==> config.mk <==
export PLATFORM = sky130hd
export DESIGN_NAME = color_proc_sched
export DESIGN_NICKNAME = d
export VERILOG_FILES = /design/src/rtl/color_proc_sched.sv
export SDC_FILE = /design/constraint.sdc
export NUM_CORES = 1
export LEC_CHECK = 0
export CAP_MARGIN = 10
export CORE_UTILIZATION = 52
export CTS_BUF_LIST = sky130_fd_sc_hd__clkbuf_2
export DETAILED_ROUTE_END_ITERATION = 10
export GPL_TIMING_DRIVEN = 0
export PLACE_DENSITY_LB_ADDON = 0.08
export RECOVER_POWER = 50
export SLEW_MARGIN = 10
export SYNTH_ARGS = -nofsm -noshare
export SYNTH_HDL_FRONTEND = slang
export SYNTH_SLANG_ARGS = --single-unit
==> constraint.sdc <==
create_clock -name clk -period 5.24 [get_ports clk]
set_input_delay 0.786 -clock clk [delete_from_list [all_inputs] [get_ports clk]]
set_output_delay 0.786 -clock clk [all_outputs]
set_load 0.05 [all_outputs]
==> src/rtl/color_proc_sched.sv <==
// -----------------------------------------------------------------------------
// color_proc_sched
//
// Frame-level sequencer for the per-pixel colour-filter datapath.
// A camera frame-complete pulse (frame_start) launches one sweep of the
// original-image RAM. Every read address is carried down a c_rd_lat-deep
// (valid, address) pipeline, so the processed-image write lands exactly when
// the RAM read data (passed through the combinational filter) becomes valid.
// Starts that arrive while a frame is in flight are flagged as overruns and
// collapse into a single pending start that is served right after DONE.
//
// Ports:
//   clk           in   FPGA clock
//   rst           in   synchronous active-high reset
//   enable        in   new starts accepted only while high
//   frame_start   in   one-cycle pulse: original frame is complete
//   rgbfilter_in  in   [2:0] requested filter selection
//   rgbfilter     out  [2:0] filter applied to the current frame
//   orig_addr     out  [c_nb_img_pxls-1:0] original-image read address
//   proc_addr     out  [c_nb_img_pxls-1:0] processed-image write address
//   proc_we       out  processed-image write enable
//   busy          out  high from RUN through DONE inclusive
//   frame_done    out  one-cycle pulse after the last write
//   overrun       out  one-cycle pulse when a start arrives while busy
//
// Parameters:
//   c_img_pxls     pixels per frame
//   c_nb_img_pxls  address width, 2**c_nb_img_pxls >= c_img_pxls
//   c_rd_lat       original-image RAM read latency, 1..4
// -----------------------------------------------------------------------------
module color_proc_sched #(
  parameter int c_img_pxls    = 4800,
  parameter int c_nb_img_pxls = 13,
  parameter int c_rd_lat      = 1
) (
  input  logic                     clk,
  input  logic                     rst,
  input  logic                     enable,
  input  logic                     frame_start,
  input  logic [2:0]               rgbfilter_in,
  output logic [2:0]               rgbfilter,
  output logic [c_nb_img_pxls-1:0] orig_addr,
  output logic [c_nb_img_pxls-1:0] proc_addr,
  output logic                     proc_we,
  output logic                     busy,
  output logic                     frame_done,
  output logic                     overrun
);

  typedef enum logic [1:0] {
    ST_IDLE  = 2'd0,
    ST_RUN   = 2'd1,
    ST_FLUSH = 2'd2,
    ST_DONE  = 2'd3
  } state_t;

  localparam logic [c_nb_img_pxls-1:0] c_last_addr = c_nb_img_pxls'(c_img_pxls - 1);

  state_t                   state_q, state_d;
  logic [c_nb_img_pxls-1:0] cnt_q, cnt_d;
  logic                     pending_q, pending_d;
  logic [2:0]               rgbfilter_q, rgbfilter_d;

  // Read-latency pipeline: stage 0 is the newest entry, stage c_rd_lat-1
  // is the one whose read data is available now and drives the write port.
  logic                     pipe_vld_q  [c_rd_lat];
  logic                     pipe_vld_d  [c_rd_lat];
  logic [c_nb_img_pxls-1:0] pipe_addr_q [c_rd_lat];
  logic [c_nb_img_pxls-1:0] pipe_addr_d [c_rd_lat];

  logic start_req;
  logic busy_w;
  logic pipe_drained;

  assign start_req = frame_start & enable;
  assign busy_w    = (state_q != ST_IDLE);

  // The pipeline is about to be empty when nothing but the output stage
  // still holds a valid entry: that entry is the last write of the frame,
  // performed in the current cycle.
  always_comb begin
    pipe_drained = 1'b1;
    for (int i = 0; i < c_rd_lat - 1; i++) begin
      if (pipe_vld_q[i]) begin
        pipe_drained = 1'b0;
      end
    end
  end

  // ---------------------------------------------------------------------------
  // Frame sequencer next-state logic
  // ---------------------------------------------------------------------------
  always_comb begin
    state_d     = state_q;
    cnt_d       = cnt_q;
    pending_d   = pending_q;
    rgbfilter_d = rgbfilter_q;

    case (state_q)
      ST_IDLE: begin
        if (start_req || pending_q) begin
          rgbfilter_d = rgbfilter_in;
          cnt_d       = '0;
          pending_d   = 1'b0;
          state_d     = ST_RUN;
        end
      end
      ST_RUN: begin
        // The counter parks on the last address rather than wrapping.
        if (cnt_q == c_last_addr) begin
          state_d = ST_FLUSH;
        end else begin
          cnt_d = cnt_q + 1'b1;
        end
      end
      ST_FLUSH: begin
        if (pipe_drained) begin
          state_d = ST_DONE;
        end
      end
      ST_DONE: begin
        state_d = ST_IDLE;
      end
      default: begin
        state_d = ST_IDLE;
      end
    endcase

    // Any accepted start while busy (including the DONE cycle) is remembered
    // once; IDLE never sees busy_w, so this cannot fight the clear above.
    if (busy_w && start_req) begin
      pending_d = 1'b1;
    end
  end

  always_ff @(posedge clk) begin
    if (rst) begin
      state_q     <= ST_IDLE;
      cnt_q       <= '0;
      pending_q   <= 1'b0;
      rgbfilter_q <= 3'b000;
    end else begin
      state_q     <= state_d;
      cnt_q       <= cnt_d;
      pending_q   <= pending_d;
      rgbfilter_q <= rgbfilter_d;
    end
  end

  // ---------------------------------------------------------------------------
  // Read-latency compensation pipeline
  // ---------------------------------------------------------------------------
  genvar gi;
  generate
    for (gi = 0; gi < c_rd_lat; gi++) begin : g_pipe
      if (gi == 0) begin : g_head
        // A read is issued in every RUN cycle, including the last address.
        assign pipe_vld_d[gi]  = (state_q == ST_RUN);
        assign pipe_addr_d[gi] = cnt_q;
      end else begin : g_tail
        assign pipe_vld_d[gi]  = pipe_vld_q[gi-1];
        assign pipe_addr_d[gi] = pipe_addr_q[gi-1];
      end

      always_ff @(posedge clk) begin
        if (rst) begin
          pipe_vld_q[gi]  <= 1'b0;
          pipe_addr_q[gi] <= '0;
        end else begin
          pipe_vld_q[gi]  <= pipe_vld_d[gi];
          pipe_addr_q[gi] <= pipe_addr_d[gi];
        end
      end
    end
  endgenerate

  // ---------------------------------------------------------------------------
  // Outputs
  // ---------------------------------------------------------------------------
  assign rgbfilter  = rgbfilter_q;
  assign orig_addr  = cnt_q;
  assign proc_addr  = pipe_addr_q[c_rd_lat-1];
  assign proc_we    = pipe_vld_q[c_rd_lat-1];
  assign busy       = busy_w;
  assign frame_done = (state_q == ST_DONE);
  // Same-cycle indication of a start that lands on a busy sequencer.
  assign overrun    = start_req & busy_w;

endmodule

### Routed metal, one colour a layer

Two of the layers only.
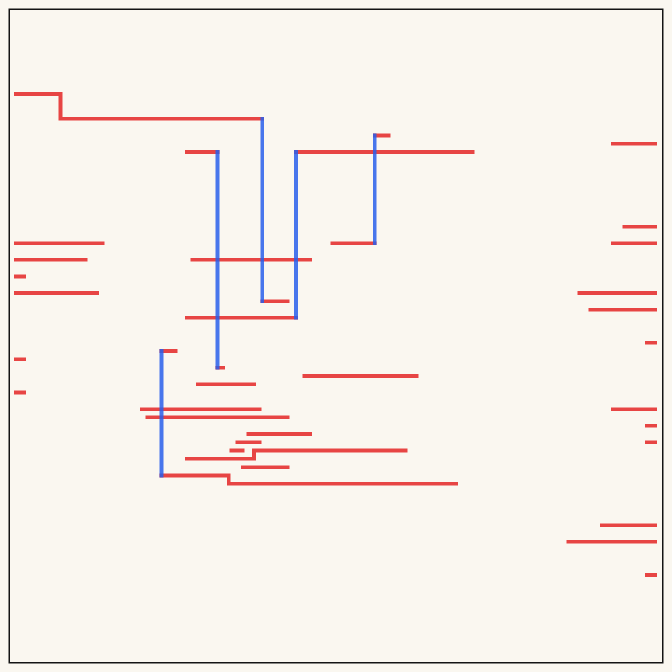
Blue shows metal 4, wire length 65.3 µm. Red shows metal 3, wire length 216 µm.
final wirelength: 3242 µm
gr usage total: 25.52%

### Routing congestion

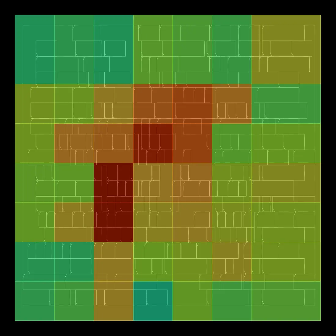
met3 Use GR: 9.483%
final core utilization: 72.92%
met2 global-route usage: 41.25%

### Where the registers sit

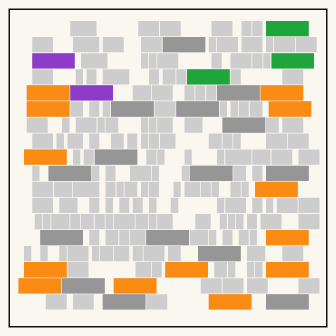
Green shows rgbfilter, sequential cells 3. Purple shows state_q, sequential cells 2. Orange shows pipe_addr_q, sequential cells 13.
Another 15 sequential cells are not coloured.
Seq area share: 36.24%
Seq. pwr: 282 µW

### Ports around the boundary

Pins as bars across the die edge, other pins in grey.
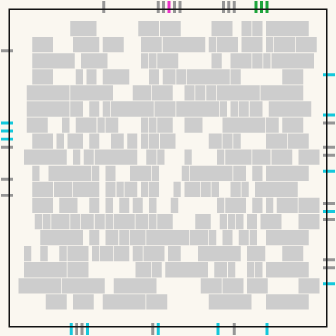
Green shows rgbfilter, pins 3, direction output, edge north. Magenta shows enable, pins 1, direction input, edge north. Cyan shows proc_addr, pins 13, direction output, edge 5 east, 5 south, 3 west.
All pins by edge: 12 north, 12 east, 9 south, 7 west.
Die H: 53.47 µm
port bufs: 39

### M3 wires

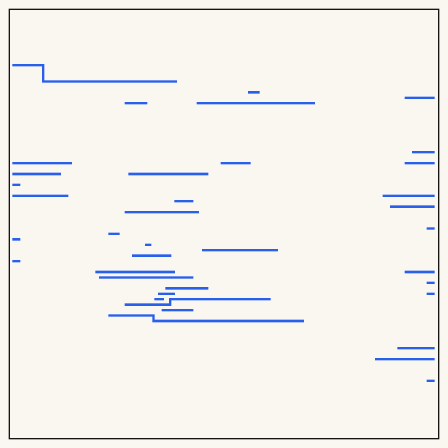
31 nets have wire on it. The layer holds 6.7% of the routed length.
total number of vias: 1310

## logic make-up after synthesis
group                    after synthesis  synth area share (%)
flip-flops                            33                 47.96
buffers and inverters                 19                 5.812
multiplexers                           2                 1.453
AND/OR/NAND/NOR                       61                 22.07
AND-OR/OR-AND                         35                 17.26
adder cells (fa/ha/maj)                6                 5.449
## worst max-delay path, cell delays in order, from the launching register on
cell and delay [ns]:
dfxtp_1 0.42, inv_1 0.11, ha_1 0.19, clkbuf_1 0.21
inv_1 0.13, and3_1 0.17, clkdlybuf4s50_1 0.79
## worst paths after layout
path	start	cells past startpoint	endpoint	slack (ns)
max	state_q[1]	6	overrun	2.07
min	rgbfilter[1]	2	rgbfilter[1]	0.47
max reg2reg	orig_addr[9]	7	orig_addr[8]	2.51
min reg2reg	rgbfilter[1]	2	rgbfilter[1]	0.47
==> impl_metrics.ini <==
; yosys + openroad results
[pwr]
p_leak_nw = 0.7153
intPower_uw = 386.9
p_clk_share_pct = 17.0
power_clock_uw = 113
top_power_group = registers
ir_worst_vdd_uv = 285.4
total_power_uw = 666.5

[drt]
dr.first_iter.drc_count = 38
drc_errors = 0
dr_wl_met3_um = 216
met2WireLength_um = 1559
top_layer = met4
via_per_inst = 5.622

[run_status]
status = complete, no violations

[yosys]
yosysChipArea_um2 = 1378
seq_area_frac_synth_pct = 47.96
yosys_cells = 156
topCellsByArea = dfxtp_1, ha_1, nand2_1
synth_cell_type_count = 29
top_cell_area_share_pct = 47.96
ys.flops = 33

[timing]
fmax_mhz = 315.9
rsz0062_at_grt = no
final-hold-violation-count = 0
fin_skew_ns = 0.01468

[layout]
n_sequential_cell = 33
nNetsFinal = 215
mostFrequentLayoutCells = clkdlybuf4s50_1, dfxtp_1, nand2_1
comb_cells = 104
final_cell_area_um2 = 1823
final-clk-cell-share_pct = 2.059
comb_share_pct = 34.32
buffers = 46
regArea_um2 = 660.6
num-nonclk-inverters = 12
nFillCells = 195

[global_routing]
grt_max_degree = 11
grt_util_met1_pct = 29.39
grt_pass1_vias = 1178

[clock_tree]
cts_resized = 0
path_clk_slew_ns = 0.16
numClockSinks = 33
cts_buffers = 5

[floorplan]
die_x_um = 53.47
top_level_ports = 40
fp-row-count = 18

[flow_run]
log.warning_count = 30

[critical_path]
required_ns = 4.45
Power is estimated from default activity; no workload was simulated.
